==> run_1/m2.png <==
Drawn at 6 px/um. Cells faint in the background.
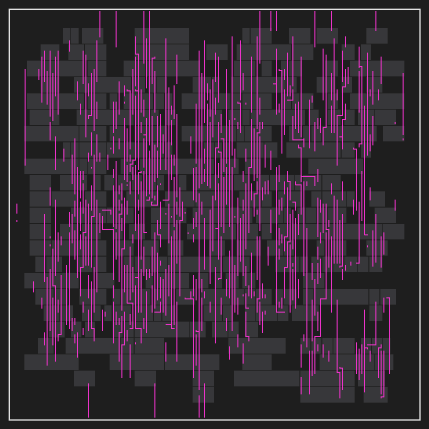
==> run_1/route_heat.png <==
Drawn at 6 px/um. 14 x 14 tiles, from dark blue (low) to red (high), scaled to the fullest tile. Values are wire area over tile area, all layers added.
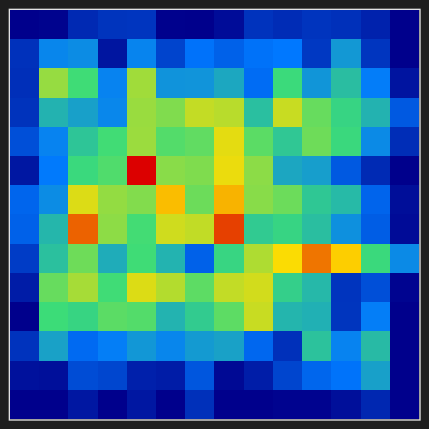
==> run_1/congestion_map.png <==
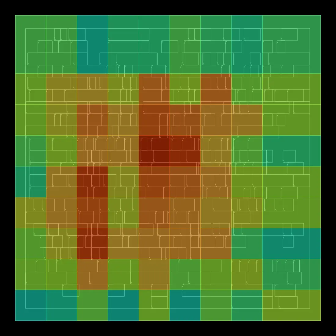
===== src/rtl/safecrack_pkg.sv =====
// Shared definitions for the safecrack auto-dialer.
//   DIGIT_W    : width of one dial digit (the lock has four buttons, 0..3)
//   CODE_W     : width of a full three-digit code {d0,d1,d2}
//   CODE_COUNT : number of distinct codes the dialer walks through
//   state_e    : top-level search FSM states
//   code_digit : extracts digit idx of a code (idx 0 is pressed first)
package safecrack_pkg;

  localparam int DIGIT_W    = 2;
  localparam int CODE_W     = 3 * DIGIT_W;
  localparam int CODE_COUNT = 64;

  typedef enum logic [2:0] {
    S_IDLE,
    S_PRESS,
    S_GAP,
    S_WAIT_RESP,
    S_WAIT_LOCK,
    S_FOUND,
    S_EXHAUSTED
  } state_e;

  function automatic logic [DIGIT_W-1:0] code_digit(input logic [CODE_W-1:0] code,
                                                    input logic [1:0]        idx);
    logic [DIGIT_W-1:0] d;
    case (idx)
      2'd0:    d = code[5:4];
      2'd1:    d = code[3:2];
      default: d = code[1:0];
    endcase
    return d;
  endfunction

endpackage


===== src/rtl/safecrack_autodialer_btn_pulse_gen.sv =====
// Button press/gap sequencer.
// A fire request starts a press of one button (btn_n low on the selected bit)
// for PRESS_CYCLES cycles followed by a release gap of GAP_CYCLES cycles.
// With gap_only set, fire starts the release gap directly without pressing.
//   clk, rst   : clock, asynchronous active-high reset
//   clear      : abandon any press/gap immediately (buttons released next edge)
//   fire       : start a new press (or a bare gap when gap_only is set)
//   gap_only   : qualifies fire
//   digit      : button to press
//   btn_n      : registered active-low button drive
//   pulse_done : high in the last cycle of the current press or gap phase
module btn_pulse_gen
  import safecrack_pkg::*;
#(
  parameter int PRESS_CYCLES = 4,
  parameter int GAP_CYCLES   = 4
) (
  input  logic               clk,
  input  logic               rst,
  input  logic               clear,
  input  logic               fire,
  input  logic               gap_only,
  input  logic [DIGIT_W-1:0] digit,
  output logic [3:0]         btn_n,
  output logic               pulse_done
);

  localparam int MAX_CYC = (PRESS_CYCLES > GAP_CYCLES) ? PRESS_CYCLES : GAP_CYCLES;
  localparam int CNT_W   = (MAX_CYC > 1) ? $clog2(MAX_CYC) : 1;

  typedef enum logic [1:0] {P_IDLE, P_PRESS, P_GAP} phase_e;

  phase_e           phase_q, phase_d;
  logic [CNT_W-1:0] cnt_q, cnt_d;
  logic [3:0]       btn_n_q, btn_n_d;

  always_comb begin
    pulse_done = ((phase_q == P_PRESS) && (cnt_q == CNT_W'(PRESS_CYCLES - 1))) ||
                 ((phase_q == P_GAP)   && (cnt_q == CNT_W'(GAP_CYCLES - 1)));
  end

  always_comb begin
    // NOTE: every signal assigned here gets a default first so no path leaves it unassigned (no latches).
    phase_d = phase_q;
    cnt_d   = cnt_q;
    btn_n_d = btn_n_q;
    if (clear) begin
      phase_d = P_IDLE;
      cnt_d   = '0;
      btn_n_d = 4'hF;
    end else if (fire) begin
      // A new fire wins over the gap that is just finishing, so presses chain back to back.
      cnt_d = '0;
      if (gap_only) begin
        phase_d = P_GAP;
        btn_n_d = 4'hF;
      end else begin
        phase_d = P_PRESS;
        btn_n_d = ~(4'b0001 << digit);
      end
    end else if (pulse_done) begin
      cnt_d   = '0;
      btn_n_d = 4'hF;
      phase_d = (phase_q == P_PRESS) ? P_GAP : P_IDLE;
    end else if (phase_q != P_IDLE) begin
      cnt_d = cnt_q + 1'b1;
    end
  end

  // NOTE: btn_n resets asynchronously so a reset mid-press releases the button without waiting for a clock.
  always_ff @(posedge clk or posedge rst) begin
    if (rst) begin
      phase_q <= P_IDLE;
      cnt_q   <= '0;
      btn_n_q <= 4'hF;
    end else begin
      // NOTE: sequential state uses non-blocking assignments so all flops update together.
      phase_q <= phase_d;
      cnt_q   <= cnt_d;
      btn_n_q <= btn_n_d;
    end
  end

  assign btn_n = btn_n_q;

endmodule


===== src/rtl/safecrack_autodialer.sv =====
// Brute-force auto-dialer for a three-digit, four-button combination lock.
// Walks codes 0..63, pressing d0,d1,d2 of each, then watches the lock LEDs:
// green means the code opened the lock, red means lockout (wait it out plus
// one gap), silence means try the next code.
//   clk, rst             : clock, asynchronous active-high reset
//   start                : begin a search from code 0 (ignored while busy)
//   abort                : stop the search at once (wins over everything)
//   led_green, led_red   : lock status LEDs, same clock domain
//   btn_n                : active-low button drive, bit d is digit d
//   busy                 : search in progress
//   done, found          : search finished / winning code located
//   code_out             : current or winning code {d0,d1,d2}
//   attempts             : number of codes fully entered, 0..64
module safecrack_autodialer
  import safecrack_pkg::*;
#(
  parameter int PRESS_CYCLES     = 4,
  parameter int GAP_CYCLES       = 4,
  parameter int RESP_WAIT_CYCLES = 16
) (
  input  logic              clk,
  input  logic              rst,
  input  logic              start,
  input  logic              abort,
  input  logic              led_green,
  input  logic              led_red,
  output logic [3:0]        btn_n,
  output logic              busy,
  output logic              done,
  output logic              found,
  output logic [CODE_W-1:0] code_out,
  output logic [6:0]        attempts
);

  localparam int MAX_PG  = (PRESS_CYCLES > GAP_CYCLES) ? PRESS_CYCLES : GAP_CYCLES;
  localparam int MAX_CYC = (MAX_PG > RESP_WAIT_CYCLES) ? MAX_PG : RESP_WAIT_CYCLES;
  localparam int CNT_W   = (MAX_CYC > 1) ? $clog2(MAX_CYC) : 1;

  state_e             state_q, state_d;
  logic [CODE_W-1:0]  code_q, code_d;
  logic [1:0]         idx_q, idx_d;
  logic [6:0]         attempts_q, attempts_d;
  logic               done_q, done_d;
  logic               found_q, found_d;
  logic               lock_gap_q, lock_gap_d;  // current S_GAP follows a lockout, not a press
  logic [CNT_W-1:0]   cnt_q, cnt_d;

  logic               fire, gap_only, clear, advance, pulse_done;
  logic [DIGIT_W-1:0] fire_digit;

  assign busy = state_q inside {S_PRESS, S_GAP, S_WAIT_RESP, S_WAIT_LOCK};

  always_comb begin
    state_d    = state_q;
    code_d     = code_q;
    idx_d      = idx_q;
    attempts_d = attempts_q;
    done_d     = done_q;
    found_d    = found_q;
    lock_gap_d = lock_gap_q;
    fire       = 1'b0;
    gap_only   = 1'b0;
    clear      = 1'b0;
    advance    = 1'b0;
    fire_digit = code_digit(code_q, idx_q);

    if (abort) begin
      // Outside a search abort only masks start; done/found stay as reported.
      if (busy) begin
        state_d    = S_IDLE;
        done_d     = 1'b0;
        found_d    = 1'b0;
        lock_gap_d = 1'b0;
        clear      = 1'b1;
      end
    end else begin
      case (state_q)
        S_IDLE, S_FOUND, S_EXHAUSTED: begin
          if (start) begin
            state_d    = S_PRESS;
            code_d     = '0;
            idx_d      = '0;
            attempts_d = '0;
            done_d     = 1'b0;
            found_d    = 1'b0;
            fire       = 1'b1;
            fire_digit = '0;
          end
        end
        S_PRESS: begin
          if (pulse_done) state_d = S_GAP;
        end
        S_GAP: begin
          if (pulse_done) begin
            if (lock_gap_q) begin
              lock_gap_d = 1'b0;
              advance    = 1'b1;
            end else if (idx_q < 2'd2) begin
              idx_d      = idx_q + 2'd1;
              state_d    = S_PRESS;
              fire       = 1'b1;
              fire_digit = code_digit(code_q, idx_q + 2'd1);
            end else begin
              attempts_d = attempts_q + 7'd1;
              state_d    = S_WAIT_RESP;
            end
          end
        end
        S_WAIT_RESP: begin
          if (led_green) begin
            state_d = S_FOUND;
            done_d  = 1'b1;
            found_d = 1'b1;
          end else if (led_red) begin
            state_d = S_WAIT_LOCK;
          end else if (cnt_q == CNT_W'(RESP_WAIT_CYCLES - 1)) begin
            advance = 1'b1;
          end
        end
        S_WAIT_LOCK: begin
          if (!led_red) begin
            state_d    = S_GAP;
            lock_gap_d = 1'b1;
            fire       = 1'b1;
            gap_only   = 1'b1;
          end
        end
        default: state_d = S_IDLE;
      endcase

      if (advance) begin
        if (code_q == CODE_W'(CODE_COUNT - 1)) begin
          state_d = S_EXHAUSTED;
          done_d  = 1'b1;
          found_d = 1'b0;
          code_d  = CODE_W'(CODE_COUNT - 1);
        end else begin
          code_d     = code_q + 1'b1;
          idx_d      = '0;
          state_d    = S_PRESS;
          fire       = 1'b1;
          fire_digit = code_digit(code_q + 1'b1, 2'd0);
        end
      end
    end

    // Restarts at zero on every state change; saturates during an unbounded lockout.
    if (state_d != state_q)                    cnt_d = '0;
    else if (cnt_q == CNT_W'(MAX_CYC - 1))     cnt_d = cnt_q;
    else                                       cnt_d = cnt_q + 1'b1;
  end

  always_ff @(posedge clk or posedge rst) begin
    if (rst) begin
      state_q    <= S_IDLE;
      code_q     <= '0;
      idx_q      <= '0;
      attempts_q <= '0;
      done_q     <= 1'b0;
      found_q    <= 1'b0;
      lock_gap_q <= 1'b0;
      cnt_q      <= '0;
    end else begin
      state_q    <= state_d;
      code_q     <= code_d;
      idx_q      <= idx_d;
      attempts_q <= attempts_d;
      done_q     <= done_d;
      found_q    <= found_d;
      lock_gap_q <= lock_gap_d;
      cnt_q      <= cnt_d;
    end
  end

  btn_pulse_gen #(
    .PRESS_CYCLES (PRESS_CYCLES),
    .GAP_CYCLES   (GAP_CYCLES)
  ) u_btn_pulse_gen (
    .clk        (clk),
    .rst        (rst),
    .clear      (clear),
    .fire       (fire),
    .gap_only   (gap_only),
    .digit      (fire_digit),
    .btn_n      (btn_n),
    .pulse_done (pulse_done)
  );

  assign done     = done_q;
  assign found    = found_q;
  assign code_out = code_q;
  assign attempts = attempts_q;

endmodule


===== config.mk =====
export PLATFORM = sky130hd
export DESIGN_NAME = safecrack_autodialer
export DESIGN_NICKNAME = d
export VERILOG_FILES = /design/src/rtl/safecrack_pkg.sv /design/src/rtl/safecrack_autodialer_btn_pulse_gen.sv /design/src/rtl/safecrack_autodialer.sv
export SDC_FILE = /design/constraint.sdc
export NUM_CORES = 1
export LEC_CHECK = 0
export CORE_MARGIN = 2
export CORE_UTILIZATION = 57
export DETAILED_ROUTE_END_ITERATION = 16
export PLACE_DENSITY = 0.81
export SYNTH_ARGS = -nofsm -noshare
export SYNTH_HDL_FRONTEND = slang
export SYNTH_HIERARCHICAL = 1
export SYNTH_SLANG_ARGS = --single-unit

===== constraint.sdc =====
create_clock -name clk -period 2.81 [get_ports clk]
set_input_delay 0.562 -clock clk [delete_from_list [all_inputs] [get_ports clk]]
set_output_delay 0.562 -clock clk [all_outputs]
set_load 0.02 [all_outputs]

==> ci_impl_report.md, run 1 <==
## Synthesis and layout report

| Metric | Value |
|---|---|
| Status | `finished, final reports clean` |
| Post-CTS setup buffer count | `0` |
| Min Hold Slack | `between 400 and 500 ps` |
| Clock sinks | `33` |
| WL met1 | `about 2500 um` |
| Placed insts | `326` |
| Flops | `33` |
| Top-count cell post-synth | `dfrtp_1` |
| Hold WC Path Type | `reg -> reg` |
| Core footprint | `3970 um2` |
| TritonCTS Buffers | `5` |
| Fill cell count | `317` |
| Initial antenna violation count | `0` |
| Post-CTS sizing | `0` |
| Syn-to-layout area delta | `16.9%` |
| Top class by area | `logic gates` |
| Yosys stat area | `2350 um2` |
| Drt pass-1 iters | `5` |
| Fraction of power consumed by combinational cells | `approximately a quarter` |
| P per Cell Area | `517 nW/um2` |
| Clock Skew | `9.81 ps` |
| AO/OA Area Share | `a little over a quarter` |
| Seq share, synth | `between 30% and 40%` |
| Worst path max stage delay | `670 ps` |
| Drt via density | `6.26` |
| Clk slew on worst S/H paths | `70 ps` |
| Flop share of the area | `30.3%` |
| CP startpoint | `state_q[1]$_DFF_PP0_` |
| Root Buffer | `clkbuf_8` |
| Grt ovf | `0` |
| Number of H-tree levels | `2` |
| Number of enable flip-flop cells | `0` |
| Gr usage total | `25.5%` |
| Final Cell Area | `2750 um2` |
| Number of global-route vias before repair | `about 1.9k` |
| Placed cell areas | `2630 um2` |
| Worst-Margin Slew | `519 ps` |
| Achievable frequency | `around 380 MHz` |
| Multiplexer share | `under 10%` |
| Worst R2R Path Depth | `8` |
| R2R Setup Slk | `360 ps` |
| Final core utilization | `69.2%` |
| Avg Cell Area, Syn | `roughly 9.2 um2` |
| Slew Limit Fails | `0` |
| Psw | `435 uW` |
| FF+latch area | `832 um2` |
| Layout cells sized above 1 | `14.1%` |
| TNS Setup | `0 ps` |
| Total Power | `1420 uW` |
| Tapcells | `50` |
| Floorplan Nets | `270` |
| Gpl congestion | `0.872` |
| Plain + repair buffers | `33` |
| Comb/total area | `50.5%` |
| Comb area leader | `AND-OR/OR-AND gates` |
| Simple share | `22.8%` |
| Final Hold Fails | `0` |
| Reg-to-Reg Start | `u_btn_pulse_gen/phase_q[0]$_DFFE_PP0P_` |
| Io pins | `26` |
| Yosys adder share | `between 4 and 5%` |
| Cell taking the most area after synthesis | `dfrtp_1` |
| Nets | `297` |
| Top cells by count | `dfrtp_1, o21ai_0, nand2_1` |
| CTS Buffer Depth | `2` |
| Non-Filler Instances | `roughly 330` |
| Wire length on met2 | `2680 um` |
| Max Cap Viol | `0` |
| Multi-input gate area | `1390 um2` |
| Largest net degree at the start of global routing | `26` |
| Most instantiated logic cells after routing | `dfrtp_1, clkdlybuf4s50_1, o21ai_0` |
| First-pass GRT wire length | `8740 um` |
Back to the opening pictures, m2.png:
The layer holds 49% of the routed length. The layer carries 2680 um of wire.
routed wire length: 5500 um
met2 Resource Use GR: 40.9%
routed vias: 2090

Back to the opening pictures, route_heat.png:
The densest ninth of the die: centre. The fullest tile reaches 0.57. 28% of the tiles are over half the peak. The mean over all tiles is 0.19.

Back to the opening pictures, congestion_map.png:
GR peak layer: met2
grt met3 use: 5.43%
routed len/inst: 16.5 um
grt met1 use: 34.2%

## run 1: worst max-delay path by stage
stage	slack [ps]	depth (start not counted)	to
3_3_place_gp	230	8	u_btn_pulse_gen/btn_n[2]$_DFFE_PP1P_
5_1_grt	40	4	busy
2_1_floorplan	490	9	u_btn_pulse_gen/btn_n[0]$_DFFE_PP1P_
4_1_cts	110	4	busy
6_report	170	4	busy
3_5_place_dp	160	8	u_btn_pulse_gen/btn_n[1]$_DFFE_PP1P_
## run 1: power groups by stage
| stage | Sequential [uW] | Combinational (uW) | Clock, uW |
|---|---|---|---|
| 4_1_cts | 599 | 354 | 469 |
| 2_1_floorplan | 591 | 262 | 0 |
| 3_5_place_dp | 608 | 346 | 0 |
| 5_1_grt | 609 | 386 | 484 |
| 3_3_place_gp | 601 | 332 | 0 |
| 6_report | 600 | 354 | 467 |
## Run 2: what changed since run 1
--- a/config.mk
+++ b/config.mk
@@ -5,8 +5,10 @@
 export SDC_FILE = /design/constraint.sdc
 export NUM_CORES = 1
 export LEC_CHECK = 0
+export CAP_MARGIN = 10
 export CORE_MARGIN = 2
 export CORE_UTILIZATION = 57
+export CTS_CLUSTER_SIZE = 12
 export DETAILED_ROUTE_END_ITERATION = 16
 export PLACE_DENSITY = 0.81
 export SYNTH_ARGS = -nofsm -noshare
==> run_2/congestion_map.png <==
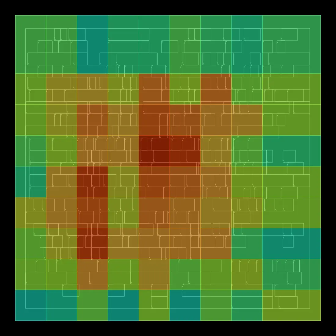
gr usage total: 25.5%
final core utilization: 69.2%

==> run_2/m2.png <==
Drawn at 6 px/um. Cells faint in the background.
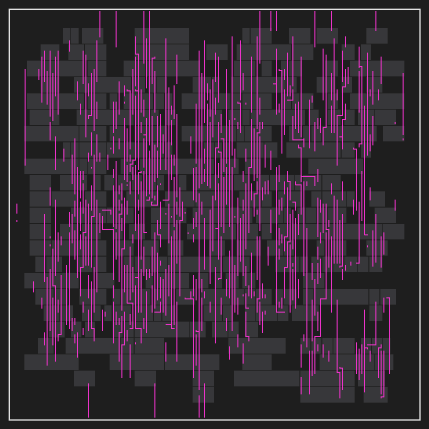
252 nets have wire on it. The wires run mostly vertical. The layer carries 2680 um of wire.

==> run 2 against run 1 <==
  * Sequential share of layout area did not move
  * Setup slack did not move
  * Synthesized area did not move
  * Register-to-register slack barely moved
  * Combinational power barely moved
  * Die size did not move
  * Non-clock buffer count did not move
  * Critical path depth did not move
  * Design area did not move
  * Wire length did not move
  * Critical path type unchanged
  * Critical endpoint unchanged
  * Largest cell class unchanged
  * Largest power group unchanged
  * Highest routed layer unchanged
==> ci_impl_report.md, run 2 <==
## Synthesis and layout report

| Metric | Value |
|---|---|
| NonClk Buf Share | `11.3%` |
| Initial drt markers | `112` |
| Largest net degree at the start of global routing | `26` |
| Yosys stat area | `2350 um2` |
| Multi-In Gates | `200` |
| Number of global-route vias before repair | `1867` |
| Clock sinks | `33` |
| Sw Ratio | `30.6%` |
| I/O Buffers | `25` |
| RSZ-0062 raised after global routing | `false` |
| Dpl ws | `around 160 ps` |
| Most instantiated logic cells after routing | `dfrtp_1, clkdlybuf4s50_1, o21ai_0` |
| Antenna diodes | `0` |
| Fill cell count | `roughly 320` |
| Min Hold Slack | `~500 ps` |
| Drt pass-1 iters | `5` |
| Routed vias | `2090` |
| Flops | `33` |
| Syn-to-layout area delta | `16.9%` |
| Seq pwr | `600 uW` |
| CP startpoint | `state_q[1]$_DFF_PP0_` |
| Buf+Inv Stages, Crit Path | `2` |
| Reg-to-Reg Start | `u_btn_pulse_gen/phase_q[0]$_DFFE_PP0P_` |
| Fraction of power consumed by combinational cells | `24.9%` |
| Top area cell types | `dfrtp_1, o21ai_0, dfstp_2, ha_1, nand2_1` |
| Tapcells | `50` |
| Final Hold Fails | `0` |
| Grt met3 use | `under 10%` |
| Cell count after synthesis | `256` |
| Seq share, synth | `35.3%` |
| Hold Crit Start | `attempts[6]$_DFFE_PP0P_` |
| CP endpoint kind | `output port` |
| Routed met3 length | `277 um` |
| Final period util | `94.0%` |
| CTS Hold Buffers Added | `0` |
| Die Span Y | `slightly below 70 um` |
| Ys flops | `33` |
| Grt ovf | `0` |
| CTS tree | `built` |
| Comb area leader | `AND-OR/OR-AND gates` |
| Setup ws final | `167 ps` |
| Final Cell Area | `2750 um2` |
| Clock Skew | `9.81 ps` |
| Worst-Margin Slew | `519 ps` |
| Avg Cell Area, Syn | `9.18 um2` |
| Placed insts | `approximately 330` |
| Drt drc | `0` |
| Area share, top type | `30.9%` |
| Syn. warnings | `6` |
| Critical Path, Cell by Cell | `nor2_1, xnor2_1, inv_1, clkdlybuf4s50_1` |
| FF+latch area | `832 um2` |
| Hold WC Path Type | `reg -> reg` |
| P per Cell Area | `slightly above 500 nW/um2` |
| CTS Buffer Depth | `2` |
| Tool warnings | `29` |
| Yosys adder share | `under 10%` |
| Non-Filler Instances | `334` |
| Io pins | `26` |
| Routed wire length | `5500 um` |
| Nets | `297` |
| Power share of the sequential group | `42.2%` |
| Worst EP arrival | `2080 ps` |
| Yosys Instances | `roughly 260` |
| # clk buffers | `7` |
| Worst EP required | `between 2000 and 2500 ps` |
| WL met1 | `roughly 2500 um` |
| Placed cell areas | `about 2600 um2` |
| Startpoint Class | `flip-flop` |
| Cell taking the most area after synthesis | `dfrtp_1` |
| P_clk | `467 uW` |
| Top Metal Used | `met4` |
| Chip area | `4650 um2` |
| Setup CP Type | `reg -> out` |
| Root Buffer | `clkbuf_8` |
| Met2 Resource Use GR | `40.9%` |
| Number of H-tree levels | `2` |
| Worst path max stage delay | `670 ps` |
| Clock Power Share | `roughly 33%` |
| Top class by area | `logic gates` |
| Initial antenna violation count | `0` |
| Comb. pwr | `354 uW` |
| DP Wirelength | `3950 um` |
| Floorplan Nets | `between 200 and 300` |
| Simple share | `22.8%` |
| Psw | `around 430 uW` |
| TNS Setup | `0 ps` |
| Floorplan Utilization | `59.2%` |
| Plain + repair buffers | `33` |
| Grt met1 use | `~34%` |
| Clock Network Area Fraction | `4.23%` |
| Worst-path fanout max | `19` |
| Top power group | `registers` |
| Crit-path leading delay family | `flip-flops` |
| Drt via density | `6.26` |
| Number of enable flip-flop cells | `0` |
| Mapped Area | `2350 um2` |
| Top cells by count | `dfrtp_1, o21ai_0, nand2_1` |
| Flop share of the area | `30.3%` |
| AO/OA Area Share | `26.9%` |
| Die Wd | `~68 um` |
| Achievable frequency | `378 MHz` |
| Yosys xor share | `2.24%` |
| Site Rows | `23` |
| Main flop type | `dfrtp_1` |
| Slew Limit Fails | `0` |
| Routed len/inst | `16.5 um` |
| Comb/total area | `50.5%` |
| Core footprint | `3970 um2` |
| Top-count cell post-synth | `dfrtp_1` |
| Inverters | `10` |
| Total Power | `1420 uW` |
| Slowest CP cell | `dfrtp_1` |
| Antenna Nets Post-Route | `0` |
| Multiplexer share | `2.87%` |
| TritonCTS Buffers | `5` |
| Status | `finished, final reports clean` |
| Leak | `0.00113 uW` |
| Top cell excl fill/tap | `dfrtp_1` |
| Synth cell types | `67` |
| Layout cells sized above 1 | `between 10 and 15%` |
| Gpl congestion | `0.872` |
| Worst slew margin | `between 60% and 70%` |
| FFs w/ async S/R, synth | `100%` |
| First-pass GRT wire length | `8740 um` |
| Clk Latency, worst-skew pair | `290 ps` |
| Worst vdd ir | `0.000403 V` |
| Wire length on met2 | `2680 um` |
| Fin crit period | `2640 ps` |
| Final setup viols | `0` |
| Int Pwr | `987 uW` |
| Clk slew on worst S/H paths | `70 ps` |
| GR peak layer | `met2` |
| Largest register FFs | `7` |
| Multi-input gate area | `1390 um2` |
| Max Cap Viol | `0` |
[run 2: cell counts after synthesis]
No cell type changed its count.
[run 2: worst paths after layout]
| check | endpoint | slack, ps | depth (start not counted) |
|---|---|---|---|
| setup / recovery | busy | 170 | 4 |
| hold / removal | attempts[6]$_DFFE_PP0P_ | 500 | 1 |
| setup reg to reg | u_btn_pulse_gen/btn_n[2]$_DFFE_PP1P_ | 360 | 8 |
| hold reg to reg | attempts[6]$_DFFE_PP0P_ | 500 | 1 |
| max in group asynchronous | state_q[0]$_DFF_PP0_ | 1860 | 3 |
| min in group asynchronous | u_btn_pulse_gen/cnt_q[0]$_DFFE_PP0P_ | 550 | 2 |
[run 2: repair_timing]
item	CTS	global route
endpoints found under the setup margin	0	1
buffers inserted	0	0
endpoints found under the hold margin	0	0
resized	0	1
## Run 3: what changed since run 2
--- a/config.mk
+++ b/config.mk
@@ -11,6 +11,7 @@
 export CTS_CLUSTER_SIZE = 12
 export DETAILED_ROUTE_END_ITERATION = 16
 export PLACE_DENSITY = 0.81
+export REMOVE_ABC_BUFFERS = 1
 export SYNTH_ARGS = -nofsm -noshare
 export SYNTH_HDL_FRONTEND = slang
 export SYNTH_HIERARCHICAL = 1
==> run_3/pinout.png <==
Drawn at 6 px/um. Pins as bars across the die edge, other pins in grey.
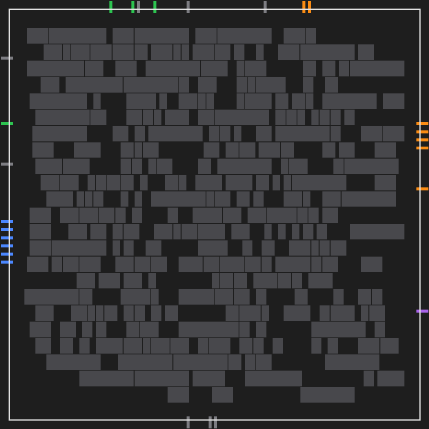
Key: green = btn_n [pins 4, direction output, edge 3 top, 1 left]; orange = attempts [pins 7, direction output, edge 5 right, 2 top]; purple = start [pins 1, direction input, edge right]; blue = code_out [pins 6, direction output, edge left]
Die Span Y: 68.2 um
Die Wd: 68.2 um
I/O Buffers: 25

==> run_3/congestion_map.png <==
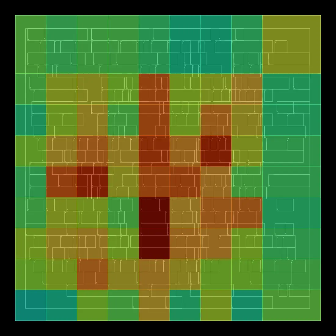
met2 Resource Use GR: 42.6%
final core utilization: 68.3%
grt met3 use: 6.41%
routed len/inst: 16.1 um
gr usage total: 25.9%

==> run 3 against run 2 <==
  * Via count shrank 2.0%
  * Combinational power fell by 3%
  * Hold slack worse by 4.7 ps
  * Setup slack improved by 34 ps
  * Register-to-register slack about the same
  * Synthesized cell count stayed put
  * Clock-buffer cell count fell by 1
  * Cell count unchanged
  * Critical path depth unchanged
  * Critical endpoint unchanged
  * Largest power group unchanged
==> ci_impl_report.md, run 3 <==
## Synthesis and layout report

| Metric | Value |
|---|---|
| Status | `finished, final reports clean` |
| Flop share of the area | `a little under a third` |
| Leak | `0.00111 uW` |
| Slew Limit Fails | `0` |
| WL met1 | `2400 um` |
| Top-count cell post-synth | `dfrtp_1` |
| Worst path max stage delay | `690 ps` |
| Main flop type | `dfrtp_1` |
| Clk slew on worst S/H paths | `70 ps` |
| Floorplan Utilization | `59.2%` |
| Fraction of power consumed by combinational cells | `26.5%` |
| Worst slew margin | `63.9%` |
| Drt via density | `6.13` |
| CTS Buffer Depth | `2` |
| Comb area leader | `AND-OR/OR-AND gates` |
| Top power group | `registers` |
| Crit-path leading delay family | `flip-flops` |
| Final Hold Fails | `0` |
| Initial drt markers | `189` |
| Total Power | `1300 uW` |
| Non-Filler Instances | `334` |
| Number of global-route vias before repair | `1923` |
| Comb/total area | `51.2%` |
| TNS Setup | `0 ps` |
| Yosys xor share | `2.24%` |
| Syn-to-layout area delta | `15.4%` |
| Largest register FFs | `7` |
| RSZ-0062 raised after global routing | `false` |
| Gpl congestion | `0.848` |
| Dpl ws | `142 ps` |
| Drt drc | `0` |
| Routed wire length | `5390 um` |
| Flops | `33` |
| Hold WC Path Type | `reg -> reg` |
| Worst vdd ir | `~0.00034 V` |
| NonClk Buf Share | `11.4%` |
| Fill cell count | `339` |
| Nets | `between 200 and 300` |
| Clk Latency, worst-skew pair | `approximately 300 ps` |
| Routed vias | `just over 2k` |
| Site Rows | `23` |
| Cell count after synthesis | `256` |
| Tapcells | `50` |
| Worst-Margin Slew | `about 540 ps` |
| DP Wirelength | `3950 um` |
| Psw | `430 uW` |
| Clock Network Area Fraction | `under 10%` |
| Top cells by count | `dfrtp_1, o21ai_0, nand2_1` |
| P_clk | `357 uW` |
| P per Cell Area | `478 nW/um2` |
| Inverters | `10` |
| Top cell excl fill/tap | `dfrtp_1` |
| Layout cells sized above 1 | `14.1%` |
| Int Pwr | `867 uW` |
| Root Buffer | `clkbuf_8` |
| Largest net degree at the start of global routing | `26` |
| Max Cap Viol | `0` |
| Seq share, synth | `35.3%` |
| CTS tree | `built` |
| Post-CTS setup buffer count | `0` |
| Chip area | `~4700 um2` |
| Simple share | `22.8%` |
| Multi-In Gates | `about 200` |
| AO/OA Area Share | `26.9%` |
| Yosys stat area | `2350 um2` |
| Setup CP Type | `reg -> out` |
| Antenna Nets Post-Route | `0` |
| First-pass GRT wire length | `8930 um` |
| Worst EP required | `2250 ps` |
| Grt met1 use | `around 33%` |
| Yosys Instances | `256` |
| Mapped Area | `between 2000 and 2500 um2` |
| Slowest CP cell | `dfrtp_1` |
run 3: worst paths after layout:
kind	depth (start not counted)	slack [ps]	start	end
max	4	200	state_q[1]$_DFF_PP0_	busy
min	1	490	attempts[6]$_DFFE_PP0P_	attempts[6]$_DFFE_PP0P_
max reg2reg	6	350	state_q[1]$_DFF_PP0_	u_btn_pulse_gen/btn_n[1]$_DFFE_PP1P_
min reg2reg	1	490	attempts[6]$_DFFE_PP0P_	attempts[6]$_DFFE_PP0P_
max in group asynchronous	3	1880	rst	state_q[0]$_DFF_PP0_
min in group asynchronous	2	530	rst	u_btn_pulse_gen/cnt_q[0]$_DFFE_PP0P_
run 3: repair_timing:
item,in CTS,in global routing
gates resized,0,1
endpoints found under the setup margin,0,1
hold buffers,0,0

==> layout pictures side by side <==
The metal 3 layer.
Drawn at 6 px/um. Cells faint in the background.
picture 1
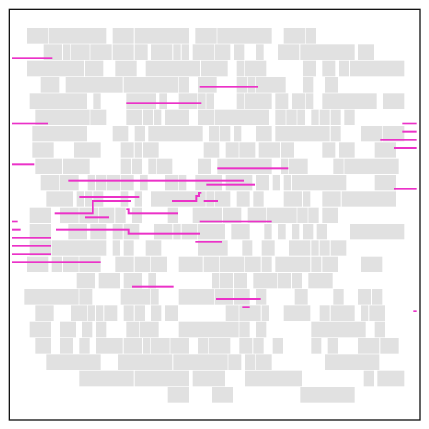
picture 2
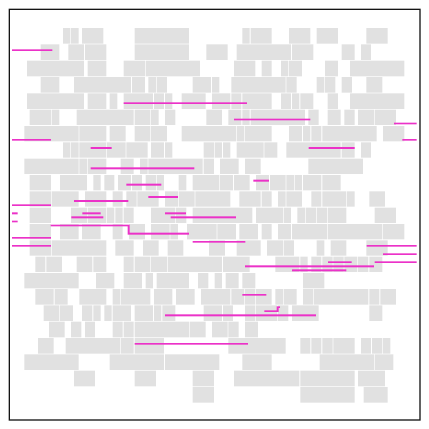
Run 1 is picture 2.
Run 3 is picture 1.

Key to picture 2:
30 nets have wire on it. The wires run mostly horizontal. The longest straight run is 24.8 um. The layer holds 5.0% of the routed length. The layer carries 277 um of wire.

Power is estimated from default activity; no workload was simulated.
